==> images/pdn.png <==
Bar = 20 µm. Pins as bars on the die edge.
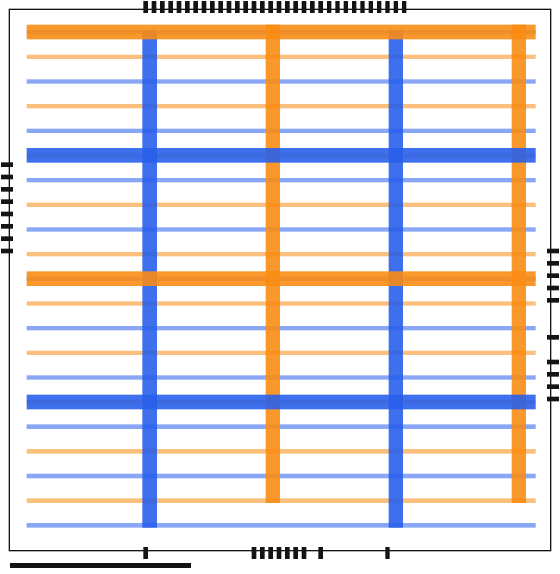
==> images/cell_classes.png <==
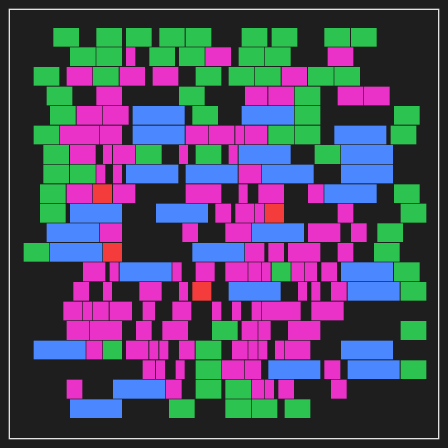
==> images/clock_map.png <==
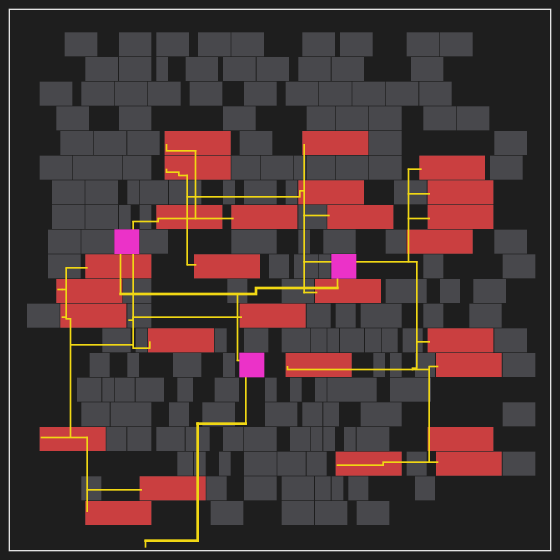
==> images/metal_stack.png <==
Bar = 20 µm.
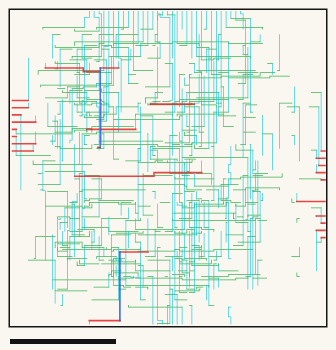
==> images/final_congestion.png <==
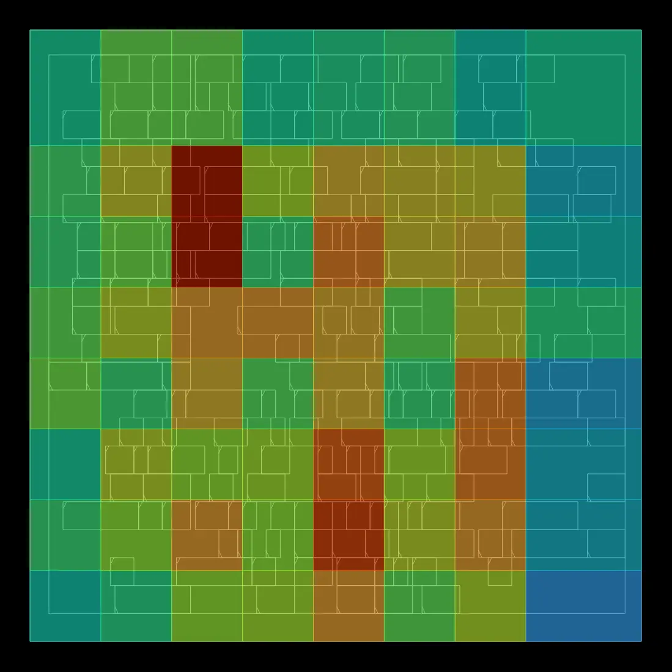
===== config.mk =====
export PLATFORM = sky130hd
export DESIGN_NAME = uart_tx_arbiter_flat
export DESIGN_NICKNAME = d
export VERILOG_FILES = /design/src/rtl/uart_tx_arbiter_if.sv /design/src/rtl/uart_tx_arbiter.sv /design/src/flat_wrapper.sv
export SDC_FILE = /design/constraint.sdc
export NUM_CORES = 1
export LEC_CHECK = 0
export ABC_AREA = 0
export CAP_MARGIN = 20
export CORE_MARGIN = 1.5
export CORE_UTILIZATION = 41
export CTS_CLUSTER_SIZE = 20
export DETAILED_ROUTE_END_ITERATION = 10
export PLACE_DENSITY = 0.77
export SLEW_MARGIN = 20
export SYNTH_ARGS = -nofsm -noshare
export SYNTH_HDL_FRONTEND = slang
export SYNTH_SLANG_ARGS = --single-unit

===== constraint.sdc =====
create_clock -name Clk -period 2.8 [get_ports Clk]
set_clock_uncertainty 0.15 [all_clocks]
set_input_delay 0.56 -clock Clk [delete_from_list [all_inputs] [get_ports Clk]]
set_output_delay 0.56 -clock Clk [all_outputs]
set_load 0.05 [all_outputs]

===== src/rtl/uart_tx_arbiter_if.sv =====
// uart_tx_arbiter_if
// Groups the requester-side and UART-side signals of the UART transmit arbiter.
//   Req            requester i has a byte pending
//   Req_Data       byte of requester i at [i*DATA_BITS +: DATA_BITS]
//   CTS            remote clear-to-send
//   Tx_Busy        busy flag from the UART transmitter
//   Tx_Data        latched byte presented to the transmitter
//   Transmit_Start start request to the transmitter
//   Ack / Err      one-cycle per-requester accept / timeout pulses
//   Grant_Id       index of the current or last winner
//   Arb_Busy       arbiter not idle
// The slave modport is the arbiter; the master modport drives requests and
// models the transmitter.
interface uart_tx_arbiter_if #(
  parameter int DATA_BITS = 8,
  parameter int NUM_REQ   = 4,
  parameter int ID_W      = $clog2(NUM_REQ)
);
  logic [NUM_REQ-1:0]           Req;
  logic [NUM_REQ*DATA_BITS-1:0] Req_Data;
  logic                         CTS;
  logic                         Tx_Busy;
  logic [DATA_BITS-1:0]         Tx_Data;
  logic                         Transmit_Start;
  logic [NUM_REQ-1:0]           Ack;
  logic [NUM_REQ-1:0]           Err;
  logic [ID_W-1:0]              Grant_Id;
  logic                         Arb_Busy;

  modport slave (
    input  Req, Req_Data, CTS, Tx_Busy,
    output Tx_Data, Transmit_Start, Ack, Err, Grant_Id, Arb_Busy
  );

  modport master (
    output Req, Req_Data, CTS, Tx_Busy,
    input  Tx_Data, Transmit_Start, Ack, Err, Grant_Id, Arb_Busy
  );
endinterface


===== src/rtl/uart_tx_arbiter.sv =====
// uart_tx_arbiter
// Shares one UART transmitter among NUM_REQ requesters. Grants round-robin
// from a priority pointer, latches the winner's byte, holds Transmit_Start
// until the transmitter raises Tx_Busy (Ack) or START_TIMEOUT cycles pass
// (Err), then waits for Tx_Busy to fall before the next grant.
// Ports:
//   Clk  baud-rate clock shared with the transmitter
//   Rst  synchronous, active-low reset
//   bus  uart_tx_arbiter_if.slave (requests, data, CTS, transmitter handshake,
//        Ack/Err pulses, Grant_Id, Arb_Busy)
module uart_tx_arbiter #(
  parameter int DATA_BITS     = 8,
  parameter int NUM_REQ       = 4,
  parameter int START_TIMEOUT = 16,
  parameter int ID_W          = $clog2(NUM_REQ)
) (
  input  logic                Clk,
  input  logic                Rst,
  uart_tx_arbiter_if.slave    bus
);

  localparam int CNT_W = (START_TIMEOUT > 2) ? $clog2(START_TIMEOUT) : 1;

  typedef enum logic [1:0] {
    IDLE  = 2'd0,
    START = 2'd1,
    DRAIN = 2'd2
  } state_t;

  state_t               state_q, state_d;
  logic [ID_W-1:0]      ptr_q, ptr_d;
  logic [CNT_W-1:0]     cnt_q, cnt_d;
  logic [DATA_BITS-1:0] tx_data_q, tx_data_d;
  logic [ID_W-1:0]      grant_id_q, grant_id_d;
  logic                 start_q, start_d;
  logic [NUM_REQ-1:0]   ack_q, ack_d;
  logic [NUM_REQ-1:0]   err_q, err_d;

  logic                 found;
  logic [ID_W-1:0]      win;
  logic [ID_W-1:0]      next_ptr;
  logic [NUM_REQ-1:0]   grant_onehot;

  // Round-robin search starting at ptr_q. The wrap is done against NUM_REQ
  // explicitly so non-power-of-two requester counts never index past the end.
  always_comb begin
    int idx;
    logic [ID_W-1:0] sel;
    found = 1'b0;
    win   = '0;
    idx   = 0;
    sel   = '0;
    for (int k = 0; k < NUM_REQ; k++) begin
      idx = int'(ptr_q) + k;
      if (idx >= NUM_REQ) idx = idx - NUM_REQ;
      sel = ID_W'(idx);
      if (!found && bus.Req[sel]) begin
        found = 1'b1;
        win   = sel;
      end
    end
  end

  assign next_ptr     = (grant_id_q == ID_W'(NUM_REQ - 1)) ? '0 : grant_id_q + 1'b1;
  assign grant_onehot = {{(NUM_REQ-1){1'b0}}, 1'b1} << grant_id_q;

  always_comb begin
    state_d    = state_q;
    ptr_d      = ptr_q;
    cnt_d      = cnt_q;
    tx_data_d  = tx_data_q;
    grant_id_d = grant_id_q;
    start_d    = start_q;
    ack_d      = '0;
    err_d      = '0;
    case (state_q)
      IDLE: begin
        // Tx_Busy high while idle means someone else owns the transmitter.
        if (!bus.Tx_Busy && bus.CTS && found) begin
          state_d    = START;
          tx_data_d  = bus.Req_Data[int'(win)*DATA_BITS +: DATA_BITS];
          grant_id_d = win;
          start_d    = 1'b1;
          cnt_d      = '0;
        end
      end
      START: begin
        // Tx_Busy is checked first so it wins over a coincident timeout.
        if (bus.Tx_Busy) begin
          start_d = 1'b0;
          ack_d   = grant_onehot;
          ptr_d   = next_ptr;
          state_d = DRAIN;
        end else if (cnt_q == CNT_W'(START_TIMEOUT - 1)) begin
          start_d = 1'b0;
          err_d   = grant_onehot;
          ptr_d   = next_ptr;
          state_d = IDLE;
        end else begin
          cnt_d = cnt_q + 1'b1;
        end
      end
      DRAIN: begin
        if (!bus.Tx_Busy) state_d = IDLE;
      end
      default: state_d = IDLE;
    endcase
  end

  always_ff @(posedge Clk) begin
    if (!Rst) begin
      state_q    <= IDLE;
      ptr_q      <= '0;
      cnt_q      <= '0;
      tx_data_q  <= '0;
      grant_id_q <= '0;
      start_q    <= 1'b0;
      ack_q      <= '0;
      err_q      <= '0;
    end else begin
      state_q    <= state_d;
      ptr_q      <= ptr_d;
      cnt_q      <= cnt_d;
      tx_data_q  <= tx_data_d;
      grant_id_q <= grant_id_d;
      start_q    <= start_d;
      ack_q      <= ack_d;
      err_q      <= err_d;
    end
  end

  assign bus.Tx_Data        = tx_data_q;
  assign bus.Transmit_Start = start_q;
  assign bus.Ack            = ack_q;
  assign bus.Err            = err_q;
  assign bus.Grant_Id       = grant_id_q;
  assign bus.Arb_Busy       = (state_q != IDLE);

endmodule


===== src/flat_wrapper.sv =====
// flat-port wrapper written by rule: the top's interface ports become plain ports
module uart_tx_arbiter_flat 
#(
  parameter int DATA_BITS     = 8,
  parameter int NUM_REQ       = 4,
  parameter int START_TIMEOUT = 16,
  parameter int ID_W          = $clog2(NUM_REQ)
)
  (Clk, Rst, bus_Req, bus_Req_Data, bus_CTS, bus_Tx_Busy, bus_Tx_Data, bus_Transmit_Start, bus_Ack, bus_Err, bus_Grant_Id, bus_Arb_Busy);
  uart_tx_arbiter_if #(.DATA_BITS(DATA_BITS), .NUM_REQ(NUM_REQ), .ID_W(ID_W)) bus_i ();
  input  logic Clk;
  input  logic Rst;
  input wire logic [$bits(bus_i.Req)-1:0] bus_Req;
  input wire logic [$bits(bus_i.Req_Data)-1:0] bus_Req_Data;
  input wire logic [$bits(bus_i.CTS)-1:0] bus_CTS;
  input wire logic [$bits(bus_i.Tx_Busy)-1:0] bus_Tx_Busy;
  output wire logic [$bits(bus_i.Tx_Data)-1:0] bus_Tx_Data;
  output wire logic [$bits(bus_i.Transmit_Start)-1:0] bus_Transmit_Start;
  output wire logic [$bits(bus_i.Ack)-1:0] bus_Ack;
  output wire logic [$bits(bus_i.Err)-1:0] bus_Err;
  output wire logic [$bits(bus_i.Grant_Id)-1:0] bus_Grant_Id;
  output wire logic [$bits(bus_i.Arb_Busy)-1:0] bus_Arb_Busy;
  assign bus_i.Req = bus_Req;
  assign bus_i.Req_Data = bus_Req_Data;
  assign bus_i.CTS = bus_CTS;
  assign bus_i.Tx_Busy = bus_Tx_Busy;
  assign bus_Tx_Data = bus_i.Tx_Data;
  assign bus_Transmit_Start = bus_i.Transmit_Start;
  assign bus_Ack = bus_i.Ack;
  assign bus_Err = bus_i.Err;
  assign bus_Grant_Id = bus_i.Grant_Id;
  assign bus_Arb_Busy = bus_i.Arb_Busy;
  uart_tx_arbiter #(.DATA_BITS(DATA_BITS), .NUM_REQ(NUM_REQ), .START_TIMEOUT(START_TIMEOUT), .ID_W(ID_W)) u_core (.Clk(Clk), .Rst(Rst), .bus(bus_i));
endmodule

==> impl_metrics.py <==
# Flow results
metrics = {
    "cts": {
        "clock_sinks": 27,
        "cts_resized": 0,
        "tritoncts": "done",
        "cts_max_level": 1,
        "cts_buffers": 3,
        "root_buffer": "clkbuf_4",
        "clkTransAtPathRegs_ns": 0.15,
        "hold_buffers": 0,
        "cts_buffer_depth": 2,
    },
    "final_layout": {
        "layout.nonclk_buf_share_pct": 30.7,
        "final_layout_top_logic_cells": "clkdlybuf4s50_1, dfxtp_1, mux2i_1",
        "largest_register_ffs": 8,
        "diodes": 0,
        "num-multi-input-gates": 99,
        "drive_gt1_share_pct": 4.59,
        "syn_to_final_growth_pct": 50.6,
        "sh_seq_area_pct": 27.4,
        "largest_cell_class": "multi-input combinational cells",
        "flop_area_um2": 541,
        "inverters": 5,
        "combAreaFraction_pct": 36.7,
        "n_all_buffers": 61,
        "finalNonFillerCells": 240,
        "flops": 27,
        "n_fill_cell": 268,
        "layout_top_cell": "clkdlybuf4s50_1",
        "clk_share_pct": 1.52,
        "clkbuf_count": 3,
        "postLayoutCellArea_um2": 1970,
    },
    "place": {
        "place_congestion": 0.789,
        "hpwl_um": 2590,
        "place_area_um2": 1940,
        "port_buffers": 59,
        "dp.cells": 236,
        "dp_slack_ns": 0.0608,
    },
    "logic_synthesis": {
        "ff_type": "dfxtp_1",
        "synthTopLogicFamily": "simple AND/OR/NAND/NOR gates",
        "ys_warn_count": 0,
        "ys_seq_share_pct": 41.2,
        "synthArstFlopShare_pct": 0,
        "top_cell": "dfxtp_1",
        "edf_count": 0,
        "synth_nets": 182,
        "yosys_area_um2": 1310,
        "synth_top_area_share_pct": 41.2,
        "ys_sh_mux_pct": 13.7,
        "post_synth.cell_area_avg_um2": 9.57,
        "ys_cells": 137,
        "synth_cell_types": 33,
        "netlist_instances": 137,
        "ys_sh_xor_pct": 2.00,
        "area_leaders": "dfxtp_1, mux2i_1, and2_1",
        "ys_ff": 27,
        "syn_area_um2": 1310,
        "ys_sh_aoi_pct": 12.9,
        "adder_share_pct": 4.77,
        "synthTopCellsByCount": "dfxtp_1, mux2i_1, nand2_1",
    },
    "worst_setup_path": {
        "required_ns": 2.09,
        "crit_slowest_cell": "clkdlybuf4s50_1",
        "path_buffers": 1,
        "cpPeakStageDelay_ns": 0.80,
        "startpoint": "u_core.state_q[0]$_SDFFE_PN0P_",
        "end_kind": "primary output",
        "path_class": "reg -> out",
        "path_depth": 2,
        "critPathLaunchType": "flip-flop",
        "cp_max_fo": 5,
        "reg2reg_to": "u_core.bus.Tx_Data[1]$_SDFFE_PN0P_",
        "worstReg2RegStart": "u_core.state_q[1]$_SDFFE_PN0P_",
        "cpLargestDelayFamily": "buffers and inverters",
        "rrSetupSlack_ns": 0.75,
        "critical_path.endpoint": "bus_Arb_Busy",
        "path_cells": "or2_1 > clkdlybuf4s50_1",
        "arrival_ns": 1.68,
    },
    "detailed_routing": {
        "wl_met3_um": 104,
        "wl_met1_um": 1330,
        "drc": 0,
        "wirelength_um": 3140,
        "ant_nets": 0,
        "num_vias": 1184,
        "top_layer": "met4",
        "wl_met2_um": 1680,
        "wl_per_cell_um": 13.1,
        "avgViaCountPerCell": 4.93,
        "dr.pass1.iters": 4,
        "drt_iter0_drc": 34,
    },
    "timing": {
        "fin_setup_tns_ns": 0,
        "hold_viol_final": 0,
        "max_freq_mhz": 419,
        "finalMaxSlewViolations": 0,
        "finalCritPeriodShare_pct": 85.2,
        "worst_hold_slack_ns": 0.346,
        "setup_violations": 0,
        "layout_setup_ws_ns": 0.414,
        "rsz0062_at_grt": "no",
        "fin_crit_ns": 2.39,
        "worst_pin_slew_ns": 0.676,
    },
    "power": {
        "seq_cell_power_uw": 406,
        "fin_total_pwr_uw": 775,
        "pwr-share-seq_pct": 52.4,
        "sw_frac_of_total_pct": 28.9,
        "pwr_density_cell_nw_per_um2": 392,
        "pwr-share-comb_pct": 25.2,
        "p_leak_nw": 0.746,
        "largestPowerGroup": "sequential cells",
        "p_sw_uw": 224,
        "peakVddDrop_uv": 410,
    },
    "global_route": {
        "grt.met2_usage_pct": 34.5,
        "track_usage_pct": 19.5,
        "grt_pass1_wl_um": 5290,
        "grt_max_degree": 18,
        "overflow": 0,
        "use_met3_pct": 3.71,
        "grt_pass1_vias": 1253,
    },
    "run_status": {
        "status": "finished, final reports clean",
    },
    "die": {
        "n_tap_cell": 44,
        "die_w_um": 59.6,
        "fp_util_pct": 43.0,
        "rows": 20,
        "ios": 60,
    },
    "worst_hold_path": {
        "hold_start": "u_core.bus.Tx_Data[4]$_SDFFE_PN0P_",
        "min_path_cells": 2,
        "hold_class": "reg -> reg",
    },
    "run": {
        "stage_log_warnings": 29,
        "maxCapViolations": 0,
    },
}
-- pdn.png (at the start) --
colour	net
blue	VSS
orange	VDD
met5 straps	4
met1 rails	21
core footprint: 3050 µm²
die y size: 59.6 µm

-- cell_classes.png (at the start) --
colour	class	cells
red	clock drivers and dummy loads	4
blue	flops	27
green	other buffers and delay cells	61
magenta	all other logic	104

-- clock_map.png (at the start) --
[red] flip-flops | count: 27
[magenta] cells driving clock nets | count: 3
[yellow] clock wires | length: 303 µm
routed clock nets	4
clk ins delay skew pair: 0.33 ns
total clock network power: 174 µW
clock share of power: 22.4%

-- metal_stack.png (at the start) --
colour	layer	wire length
cyan	met2	1680 µm
red	met3	105 µm
blue	met4	27.9 µm
green	met1	1330 µm

-- final_congestion.png (at the start) --
GRT met1 Usage: 24.0%
Core Util, Final: 64.7%
GR peak layer: met2

Power and IR drop assume default switching activity.
